===== src/rtl/ext_irq_controller.sv =====
// ext_irq_controller
//   Platform-level external interrupt controller. Each source passes through a
//   gateway (level or edge mode) that latches a pending bit. Pending, enabled
//   sources whose priority exceeds the threshold are arbitrated: highest
//   priority wins and ties go to the lowest ID. The winner is registered onto
//   best_id and meip. Software services interrupts by reading the claim
//   register, which returns and claims the winner, and then writing the
//   serviced ID back to the same register to complete it.
//
//   Optional build macro EXT_IRQ_SYNC_EN: when defined, every irq_src bit
//   passes through a two-flop synchronizer before the gateway. This adds two
//   edges of source-to-meip latency.
//
// Ports
//   clk        core clock
//   rst        synchronous, active-low reset
//   irq_src    raw source lines; bit i-1 is source ID i
//   reg_we     register write strobe
//   reg_re     register read strobe
//   reg_addr   word address
//   reg_wdata  write data
//   reg_rdata  registered read data, held until the next read
//   meip       registered machine external interrupt request
//   best_id    registered current winning ID, 0 if none
//
// Register map (word addresses)
//   0x01..NUM_SOURCES  priority[i]
//   0x40               enable
//   0x41               pending (read-only)
//   0x42               threshold
//   0x43               claim (read) / complete (write)
//   0x44               edge_mode
module ext_irq_controller #(
    parameter int NUM_SOURCES = 8,
    parameter int PRIO_WIDTH  = 3,
    parameter int ADDR_WIDTH  = 8
) (
    input  logic                   clk,
    input  logic                   rst,
    input  logic [NUM_SOURCES-1:0] irq_src,
    input  logic                   reg_we,
    input  logic                   reg_re,
    input  logic [ADDR_WIDTH-1:0]  reg_addr,
    input  logic [31:0]            reg_wdata,
    output logic [31:0]            reg_rdata,
    output logic                   meip,
    output logic [4:0]             best_id
);

    localparam logic [ADDR_WIDTH-1:0] ADDR_ENABLE    = ADDR_WIDTH'('h40);
    localparam logic [ADDR_WIDTH-1:0] ADDR_PENDING   = ADDR_WIDTH'('h41);
    localparam logic [ADDR_WIDTH-1:0] ADDR_THRESHOLD = ADDR_WIDTH'('h42);
    localparam logic [ADDR_WIDTH-1:0] ADDR_CLAIM     = ADDR_WIDTH'('h43);
    localparam logic [ADDR_WIDTH-1:0] ADDR_EDGE      = ADDR_WIDTH'('h44);

    // Per-source state is indexed by source ID (1..NUM_SOURCES).
    logic [NUM_SOURCES:1]  src;
    logic [NUM_SOURCES:1]  prev_src;
    logic [NUM_SOURCES:1]  enable;
    logic [NUM_SOURCES:1]  edge_mode;
    logic [NUM_SOURCES:1]  pending;
    logic [NUM_SOURCES:1]  in_service;
    logic [PRIO_WIDTH-1:0] prio [1:NUM_SOURCES];
    logic [PRIO_WIDTH-1:0] threshold;

    logic [4:0]            win_id;
    logic [PRIO_WIDTH-1:0] win_prio;
    logic [31:0]           rdata_next;
    logic                  rd_claim;
    logic                  wr_complete;
    logic                  unused_wdata;

    assign unused_wdata = ^reg_wdata;

`ifdef EXT_IRQ_SYNC_EN
    logic [NUM_SOURCES-1:0] sync_q1;
    logic [NUM_SOURCES-1:0] sync_q2;

    always_ff @(posedge clk) begin
        if (!rst) begin
            sync_q1 <= '0;
            sync_q2 <= '0;
        end else begin
            sync_q1 <= irq_src;
            sync_q2 <= sync_q1;
        end
    end

    assign src = sync_q2;
`else
    assign src = irq_src;
`endif

    // Seeding win_prio with the threshold applies the "priority > threshold"
    // filter. The strict compare in an ascending scan keeps the lowest ID on ties.
    always_comb begin
        win_id   = '0;
        win_prio = threshold;
        for (int unsigned i = 1; i <= NUM_SOURCES; i++) begin
            if (pending[i] && enable[i] && (prio[i] > win_prio)) begin
                win_id   = 5'(i);
                win_prio = prio[i];
            end
        end
    end

    assign rd_claim    = reg_re && (reg_addr == ADDR_CLAIM);
    assign wr_complete = reg_we && (reg_addr == ADDR_CLAIM);

    always_comb begin
        rdata_next = '0;
        for (int unsigned i = 1; i <= NUM_SOURCES; i++) begin
            if (reg_addr == ADDR_WIDTH'(i)) begin
                rdata_next[PRIO_WIDTH-1:0] = prio[i];
            end
        end
        if (reg_addr == ADDR_ENABLE) begin
            rdata_next[NUM_SOURCES:1] = enable;
        end else if (reg_addr == ADDR_PENDING) begin
            rdata_next[NUM_SOURCES:1] = pending;
        end else if (reg_addr == ADDR_THRESHOLD) begin
            rdata_next[PRIO_WIDTH-1:0] = threshold;
        end else if (reg_addr == ADDR_CLAIM) begin
            rdata_next[4:0] = win_id;
        end else if (reg_addr == ADDR_EDGE) begin
            rdata_next[NUM_SOURCES:1] = edge_mode;
        end
    end

    always_ff @(posedge clk) begin
        if (!rst) begin
            prev_src   <= '0;
            enable     <= '0;
            edge_mode  <= '0;
            pending    <= '0;
            in_service <= '0;
            threshold  <= '0;
            reg_rdata  <= '0;
            meip       <= 1'b0;
            best_id    <= '0;
            for (int unsigned i = 1; i <= NUM_SOURCES; i++) begin
                prio[i] <= '0;
            end
        end else begin
            prev_src <= src;
            best_id  <= win_id;
            meip     <= (win_id != '0);

            if (reg_re) begin
                reg_rdata <= rdata_next;
            end

            if (reg_we) begin
                for (int unsigned i = 1; i <= NUM_SOURCES; i++) begin
                    if (reg_addr == ADDR_WIDTH'(i)) begin
                        prio[i] <= reg_wdata[PRIO_WIDTH-1:0];
                    end
                end
                if (reg_addr == ADDR_ENABLE) begin
                    enable <= reg_wdata[NUM_SOURCES:1];
                end else if (reg_addr == ADDR_THRESHOLD) begin
                    threshold <= reg_wdata[PRIO_WIDTH-1:0];
                end else if (reg_addr == ADDR_EDGE) begin
                    edge_mode <= reg_wdata[NUM_SOURCES:1];
                end
            end

            // A claimed source cannot also be in service, so a claim and a
            // complete never target the same ID in one cycle. The claim
            // branch also suppresses any gateway request arriving alongside it.
            for (int unsigned i = 1; i <= NUM_SOURCES; i++) begin
                if (rd_claim && (win_id == 5'(i))) begin
                    pending[i]    <= 1'b0;
                    in_service[i] <= 1'b1;
                end else begin
                    if (wr_complete && (reg_wdata[4:0] == 5'(i))) begin
                        in_service[i] <= 1'b0;
                    end
                    if (src[i] && !pending[i] && !in_service[i] &&
                        (!edge_mode[i] || !prev_src[i])) begin
                        pending[i] <= 1'b1;
                    end
                end
            end
        end
    end

endmodule


===== config.mk =====
export PLATFORM = sky130hd
export DESIGN_NAME = ext_irq_controller
export DESIGN_NICKNAME = d
export VERILOG_FILES = /design/src/rtl/ext_irq_controller.sv
export SDC_FILE = /design/constraint.sdc
export NUM_CORES = 1
export LEC_CHECK = 0
export ABC_AREA = 1
export CAP_MARGIN = 20
export CORE_ASPECT_RATIO = 1.4
export CORE_MARGIN = 3
export CORE_UTILIZATION = 57
export DETAILED_ROUTE_END_ITERATION = 8
export GPL_TIMING_DRIVEN = 0
export PLACE_DENSITY = 0.87
export SYNTH_ARGS = -nofsm -noshare
export SYNTH_HDL_FRONTEND = slang
export SYNTH_SLANG_ARGS = --single-unit

===== constraint.sdc =====
create_clock -name clk -period 15.85 [get_ports clk]
set_input_delay 1.585 -clock clk [delete_from_list [all_inputs] [get_ports clk]]
set_output_delay 1.585 -clock clk [all_outputs]
set_load 0.05 [all_outputs]

==> results_dict.tcl, run 1 <==
# yosys + openroad results
set metrics [dict create \
    post_cts_buffers 0 \
    core_area_sq_um 7890 \
    first_global_vias 4359 \
    clock_path_buffers 2 \
    finClkSkew_ps 9.49 \
    finalSetupViolCount 0 \
    ios 90 \
    async_flop_share 0 \
    synth_top_area_share 0.244 \
    drt-total-wl_microns 12900 \
    max_cap_viol_count 0 \
    startpoint "threshold[2]$_SDFFE_PN0P_" \
    die_height_microns 113 \
    dp_hpwl_microns 10000 \
    worstHoldEndpoint "in_service[2]$_SDFFE_PN0P_" \
    yosys.cell_types.count 40 \
    ys.flops 81 \
    yosysCellCount 628 \
    grt_first_pass_wirelength_microns 20300 \
    ctsResizeCount 0 \
    finalSetupTns_ps 0 \
    syn_inst 628 \
    cts_root_buf "clkbuf_8" \
    p_seq_frac 0.538 \
    chip_area_sq_um 9360 \
    pre_cts_slack_ps 6100 \
    rows 38 \
    hold_path_depth 2 \
    grt_overflow 0 \
    yosysTopAreaCell "dfxtp_1" \
    ys_chip_area_sq_um 4690 \
    slowest_stage "dfxtp_1" \
    ys_seq_frac 0.397 \
    synthFlopType "dfxtp_1" \
    p_leak_nw 2.38 \
    crit_arrival_ps 10100 \
    syn_to_final_growth_pct 17.0 \
    cts_buffers 9 \
    fill_cells 691 \
    grt_antenna_before_repair 0 \
    layout.nets 769 \
    cp_max_fo 10 \
    antenna_left 0 \
    synth-edff-count 24 \
    diodes 0 \
    cp-end-kind "flop" \
    r2r_end "pending[2]$_SDFFE_PP0P_" \
    netlist_area_sq_um 4690 \
    maxSlewHeadroom 0.407 \
    first_pass_iters 7 \
    ff2ff_path_depth 57 \
    min_period_ps 9820 \
    grt_max_degree 13 \
    status "finished, final reports clean" \
    swShare 0.272 \
    h-tree-depth 3 \
    routed_via_density 5.53 \
    r2r_start "threshold[2]$_SDFFE_PN0P_" \
    syn_avg_cell_area_sq_um 7.46 \
    startpoint_type "flop" \
    cts_tree "built" \
    finalWorstSetupSlack_ps 6030 \
    p_sw_uw 113 \
    clkPwrFrac 0.329 \
    wl_per_cell_microns 15.9 \
    drcViolationCount 0 \
    tightest_slew_ps 883 \
    fp.dieW_microns 82.6 \
    power_uw 415 \
    cellPowerDensity_nw_per_um2 75.6 \
    warnings 49 \
    final_cell_mix "nand2_1 (91), inv_1 (85), nor2_1 (78)" \
]
-- run 1: state kept, by name, summed over array words and instances (netlist names), 4 cells and up --
register    count
prio           24
reg_rdata       9
edge_mode       8
enable          8
in_service      8
pending         8
prev_src        8
best_id         4
-- run 1: cell type report --
cell class	count	area, sq um	share of cell area
clock buffer	13	159	0.0290
inverter	97	364	0.0664
tap	100	125	0.0228
sequential	81	1860	0.340
multi-input combinational	435	2310	0.422
buffer	38	233	0.0425
timing repair buffer	41	410	0.0749
clock inverter	3	15.0	0.00274
-- run 1: cells by family after synthesis --
logic type,after synthesis,synth area share
AOI/OAI and AO/OA,123,0.157
adders and majority gates,14,0.0374
buffers and inverters,135,0.127
DFF,81,0.397
other,1,0.000800
and+or+nand+nor,274,0.280
-- run 1: power by group through the flow --
stage,Clock [mW],Sequential [mW],Combinational (mW)
final,0.136,0.223,0.0554
after global routing,0.144,0.223,0.0597
after CTS,0.136,0.223,0.0545
after global placement,0,0.227,0.0527
after detailed placement,0,0.227,0.0543
after floorplan,0,0.227,0.0376
-- run 1: stage by stage --
step,util,cells
floorplan,-,651
global placement,0.672,792
CTS,0.695,808
detailed placement,0.672,792
finish,0.695,808
global route,0.695,808
-- run 1: critical path, delay by kind of cell, from the launching register on --
kind | cells | cell delay, ps
AOI/OAI and AO/OA | 13 | 2610
adders and majority gates | 8 | 2460
buffers and inverters | 4 | 410
DFF | 1 | 370
and+or+nand+nor | 32 | 3870
-- run 1: routing by layer --
layer,vias to the layer above,routed length (microns),GRT usage
met3,48,879,0.0318
met2,219,6760,0.514
met4,0,497,0.150
met5,-,0,0
li1,2176,-,-
met1,2023,4740,0.323
### Close-up of the layout, run 1

Window x 29 to 54, y 44 to 69 microns. Cells in grey, sequential cells in the stronger grey; small squares are vias.
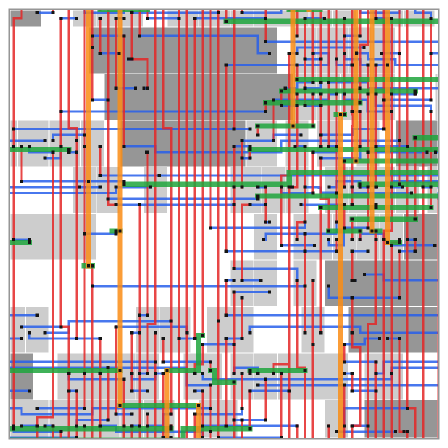
| colour | layer |
|---|---|
| orange | metal 4 |
| red | metal 2 |
| blue | metal 1 |
| green | metal 3 |
sequential cells in the window: 4
cells with their middle in the window: 56
most frequent: nor2_1 (18), inv_1 (9), nand2_1 (6)
netlist names of flops here include: `prio` (3), `best_id` (1)

### Cells coloured by class, run 1

Scale: 3 px per micron. Fill, decap, tap and diode cells in grey.
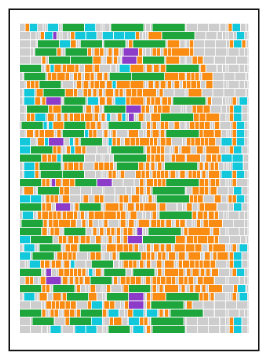
| colour | class | cells |
|---|---|---|
| orange | combinational and other logic | 532 |
| cyan | other buffers and delay cells | 79 |
| green | flops | 81 |
| purple | clock drivers and dummy loads | 16 |

### Clock nets, run 1

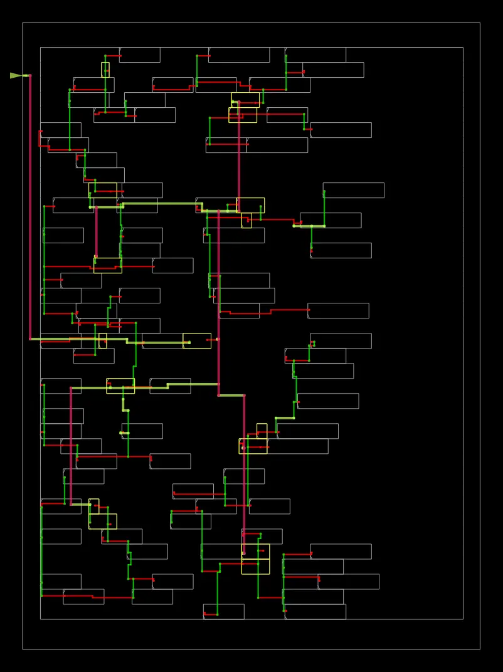
CTS sink count: 81
Worst-Skew Late Latency: 360 ps

==> inputs of run 2 (changes only) <==
- CORE_UTILIZATION: 57 -> 53
- PLACE_DENSITY: 0.87 -> 0.81
- clock period: 15.85 -> 10.16 ns (I/O delays scaled with it)
==> run 2 against run 1 <==
Against the previous run:
- power increased by 77%
- cell count is 0.74% higher
- fmax is 5.3% higher
- final area is 2.3% higher
- via count about the same
- critical path depth increased by 1
- die size is 7.1% higher
- critical path type unchanged
- critical endpoint is now pending[3]$_SDFFE_PP0P_
- largest power group unchanged
==> results_dict.tcl, run 2 <==
# yosys + openroad results
set metrics [dict create \
    max_cap_viol_count 0 \
    async_flop_share 0 \
    p_sw_uw 193 \
    chip_area_sq_um 10000 \
    finalSetupTns_ps 0 \
    grt_first_pass_wirelength_microns 20200 \
    yosysTopAreaCell "dfxtp_1" \
    ys_chip_area_sq_um 4690 \
    path_buffers 3 \
    cp-end-kind "flop" \
    cellPowerDensity_nw_per_um2 131 \
    logic_area_sq_um 2330 \
    intPower_uw 541 \
    syn_avg_cell_area_sq_um 7.46 \
    grt_antenna_before_repair 0 \
    gp_congestion 0.941 \
    ff2ff_path_depth 58 \
    startpoint_type "flop" \
    largest_reg_flops 24 \
    ys_seq_frac 0.397 \
    antenna_left 0 \
    slowest_stage "dfxtp_1" \
    min_period_ps 9320 \
    grt_max_degree 14 \
    cts_sinks 81 \
    grt_overflow 0 \
    syn_to_final_growth_pct 19.7 \
    routed_via_density 5.48 \
    rows 40 \
    rsz0062_at_grt "false" \
    drcViolationCount 0 \
    synthFlopType "dfxtp_1" \
    clock_path_buffers 2 \
    finClkSkew_ps 6.27 \
    p_seq_frac 0.474 \
    status "finished, final reports clean" \
    netlist_area_sq_um 4690 \
    cp_num_cells 58 \
    final_cell_mix "nand2_1 (91), inv_1 (85), nor2_1 (78)" \
    crit_arrival_ps 9540 \
    cp_max_fo 10 \
    dp_cells 797 \
    synthTopCellsByCount "nand2_1 (91), inv_1 (85), nor2_1 (78), dfxtp_1 (57), o21ai_0 (46)" \
    pre_cts_slack_ps 218 \
    diodes 0 \
    crit_family "simple AND/OR/NAND/NOR gates" \
    ios 90 \
    first_global_vias 4331 \
    maxSlewHeadroom 0.412 \
    cts_tree "built" \
    synth_top_area_share 0.244 \
    utilization 0.651 \
    swShare 0.262 \
    tightest_slew_ps 875 \
    regMostFlops "prio" \
    instances_no_fill 814 \
    die_height_microns 117 \
    ctsResizeCount 0 \
    core_area_sq_um 8610 \
    layout.nets 770 \
    fill_cells 776 \
    post_cts_buffers 0 \
    yosys.cell_types.count 40 \
    fp.dieW_microns 85.5 \
    register_area_sq_um 1860 \
    syn_inst 628 \
    cts_root_buf "clkbuf_16" \
    drt-total-wl_microns 12700 \
    power_uw 734 \
    finalSetupViolCount 0 \
    clkPwrFrac 0.408 \
    synth-edff-count 24 \
    h-tree-depth 3 \
    first_pass_iters 5 \
]
run 2: cell counts after synthesis:
Identical to the previous run, type by type.
run 2: cell families (layout without fill, tap and decap cells):
family | count (synthesis) | after routing | synth area share
compound gates | 123 | 123 | 0.157
buf+inv | 135 | 193 | 0.127
fa+ha+maj | 14 | 14 | 0.0374
simple gates | 274 | 274 | 0.280
flops | 81 | 81 | 0.397
other cells | 1 | 24 | 0.000800
run 2: worst register-to-register path: cells and delay by family (launching register included):
family,cells,cell delay [ps]
simple gates,32,3850
fa+ha+maj,8,2430
compound gates,15,2200
flops,1,370
buf+inv,3,340
run 2: area by class of cell:
cell class | instances | area share
clock inverters | 5 | 0.00536
well taps | 105 | 0.0234
repair buffers | 42 | 0.0745
flip-flops and latches | 81 | 0.332
multi-input cells | 435 | 0.415
inverters | 97 | 0.0649
plain buffers | 38 | 0.0415
clock buffers | 11 | 0.0433
run 2: routing by layer:
layer	track usage	routed length, microns
met3	0.0329	769
met4	0.159	641
met5	0	0
met1	0.280	4780
met2	0.483	6550
run 2: final timing paths:
check / start / end / slack [ps]
setup / recovery: threshold[2]$_SDFFE_PN0P_ / pending[3]$_SDFFE_PP0P_ / 840
hold / removal: in_service[1]$_SDFFE_PN0P_ / in_service[1]$_SDFFE_PN0P_ / 460
setup reg to reg: threshold[2]$_SDFFE_PN0P_ / pending[3]$_SDFFE_PP0P_ / 840
hold reg to reg: in_service[1]$_SDFFE_PN0P_ / in_service[1]$_SDFFE_PN0P_ / 460
run 2: power groups by stage:
stage / registers [mW] / logic, mW / clock network, mW
finish: 0.348 / 0.0864 / 0.300
global route: 0.349 / 0.0928 / 0.315
CTS: 0.347 / 0.0850 / 0.299
detailed placement: 0.354 / 0.0846 / 0
global placement: 0.354 / 0.0826 / 0
floorplan: 0.354 / 0.0587 / 0
### Clock nets, run 2

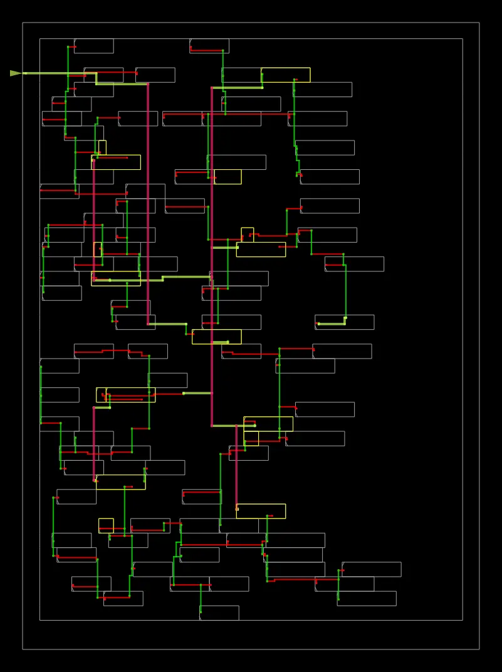
CLK BUF: 11
Worst-Skew Late Latency: 340 ps
total CTS buffers: 9
clock-net power: 300 uW

### Cell area per tile, run 2

Scale: 2 px per micron. 9 x 12 tiles, from black (low) to pale yellow (high), 0 to 100% covered.
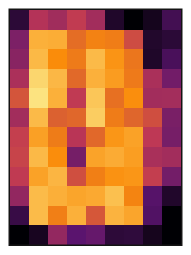
nearly empty tiles: 3.7%
fullest tile: 94%
mean over tiles: 55%

### Cells coloured by class, run 2

Scale: 3 px per micron. Fill, decap, tap and diode cells in grey.
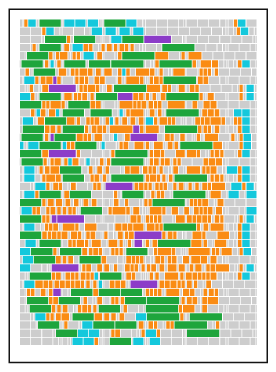
| colour | class | cells |
|---|---|---|
| cyan | other buffers and delay cells | 80 |
| orange | combinational and other logic | 532 |
| purple | clock drivers and dummy loads | 16 |
| green | flops | 81 |

==> inputs of run 3 (changes only) <==
- MAX_ROUTING_LAYER: not set -> met4
- SKIP_CTS_REPAIR_TIMING: not set -> 1
==> run 3 against run 2 <==
Against the previous run:
- global-route usage up 1.2 points
- critical endpoint is now pending[1]$_SDFFE_PP0P_
- highest routed layer unchanged
- combinational power hardly changed
- register-to-register slack better by 50 ps
- setup slack better by 53 ps
==> results_dict.tcl, run 3 <==
# yosys + openroad results
set metrics [dict create \
    dp_hpwl_microns 10200 \
    drcViolationCount 0 \
    routed-wl-met2_microns 6660 \
    syn_avg_cell_area_sq_um 7.46 \
    ys_sh_mux 0 \
    final_cell_mix "nand2_1 (91), inv_1 (85), nor2_1 (78)" \
    compound_area_frac 0.157 \
    ios 90 \
    ff2ff_path_depth 57 \
    first_pass_iters 5 \
    slowest_stage "dfxtp_1" \
    routed_via_density 5.50 \
    cp_num_cells 57 \
    gp_congestion 0.989 \
    clock_path_buffers 2 \
    utilization 0.656 \
    chip_area_sq_um 10000 \
    cts_buffers 9 \
    status "finished, final reports clean" \
    rsz0062_at_grt "false" \
    r2r_setup_slack_ps 890 \
    cts_root_buf "clkbuf_16" \
    tightest_slew_ps 857 \
    synth_top_area_share 0.244 \
    yosysTopAreaCell "dfxtp_1" \
    r2r_end "pending[1]$_SDFFE_PP0P_" \
    syn_inst 628 \
    min_from "in_service[2]$_SDFFE_PN0P_" \
    die_height_microns 117 \
    ys_seq_frac 0.397 \
    register_area_sq_um 1860 \
    crit_family "simple AND/OR/NAND/NOR gates" \
    warnings 49 \
    first_global_vias 4399 \
    synthFlopType "dfxtp_1" \
    met1Wirelength_microns 4680 \
    biggestRegsByFlops "prio x24, reg_rdata x9" \
    rows 40 \
    antenna_left 0 \
    finalSetupViolCount 0 \
    hold_path_depth 2 \
    min_period_ps 9270 \
    ys_top_logic_family "simple AND/OR/NAND/NOR gates" \
    layout.nets 770 \
    h-tree-depth 3 \
    dp_cells 797 \
    cp_max_fo 10 \
    diodes 0 \
    wl_per_cell_microns 15.8 \
    startpoint "threshold[2]$_SDFFE_PN0P_" \
]
## run 3: worst max path at each step
stage | to | slack, ps
floorplan | in_service[6]$_SDFFE_PN0P_ | 1750
global placement | pending[1]$_SDFFE_PP0P_ | 740
detailed placement | in_service[6]$_SDFFE_PN0P_ | 310
CTS | pending[3]$_SDFFE_PP0P_ | 260
global route | pending[1]$_SDFFE_PP0P_ | 20
finish | pending[1]$_SDFFE_PP0P_ | 890
## run 3: final cells by class
class,count,share of cell area
buffer,38,0.0412
sequential,81,0.330
clock buffer,13,0.0499
clock inverter,2,0.00620
tap,105,0.0233
inverter,97,0.0645
timing repair buffer,42,0.0740
multi-input combinational,435,0.411
## run 3: cells by family (layout without fill, tap and decap cells)
| family | count (synthesis) | in the layout |
|---|---|---|
| buf+inv | 135 | 192 |
| flops | 81 | 81 |
| other cells | 1 | 24 |
| compound gates | 123 | 123 |
| fa+ha+maj | 14 | 14 |
| simple gates | 274 | 274 |
## run 3: layer usage
layer / vias to the layer above / track usage
met5: - / -
met4: 0 / 0.163
met3: 50 / 0.0462
met2: 208 / 0.483
met1: 2025 / 0.282
li1: 2191 / -
## run 3: power by group
group,switching (mW),internal (mW)
Combinational,0.0583,0.0282
Sequential,0.00597,0.342
Clock,0.121,0.217
## run 3: metrics by stage
| step | total power [mW] | hold slack (ps) |
|---|---|---|
| final | 0.773 | 457 |
| after global routing | 0.794 | 472 |
| after CTS | 0.774 | 460 |
| after detailed placement | 0.440 | 452 |
| after global placement | 0.437 | 451 |
| after floorplan | 0.413 | 434 |
### Clock network drawn from the DEF, run 3

Scale: 4 px per micron.
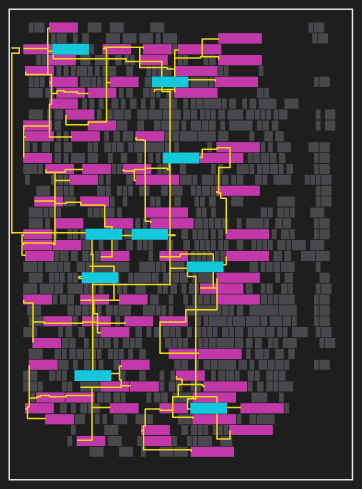
[yellow] clock wires | length: 952 microns
[magenta] flip-flops | count: 81
[cyan] clock drivers | count: 9
routed clock nets: 10

### Clock nets, run 3

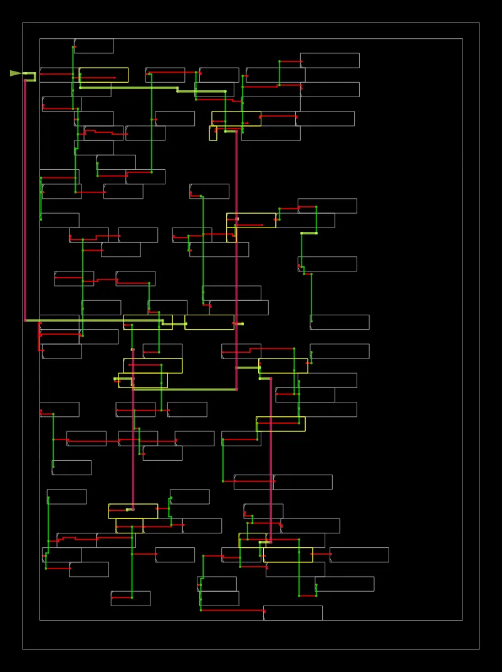
Fin Clk Skew: 5.82 ps
clock-net power: 338 uW
Flops: 81
CLK BUF: 13

### Cell area per tile, run 3

Scale: 2 px per micron. 9 x 12 tiles, from black (low) to pale yellow (high), 0 to 100% covered.
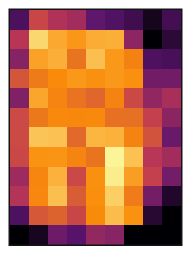
fullest tile: 98%
nearly empty tiles: 5.6%
mean over tiles: 55%

Power figures rest on the tool's default switching activity, not on a simulated workload.
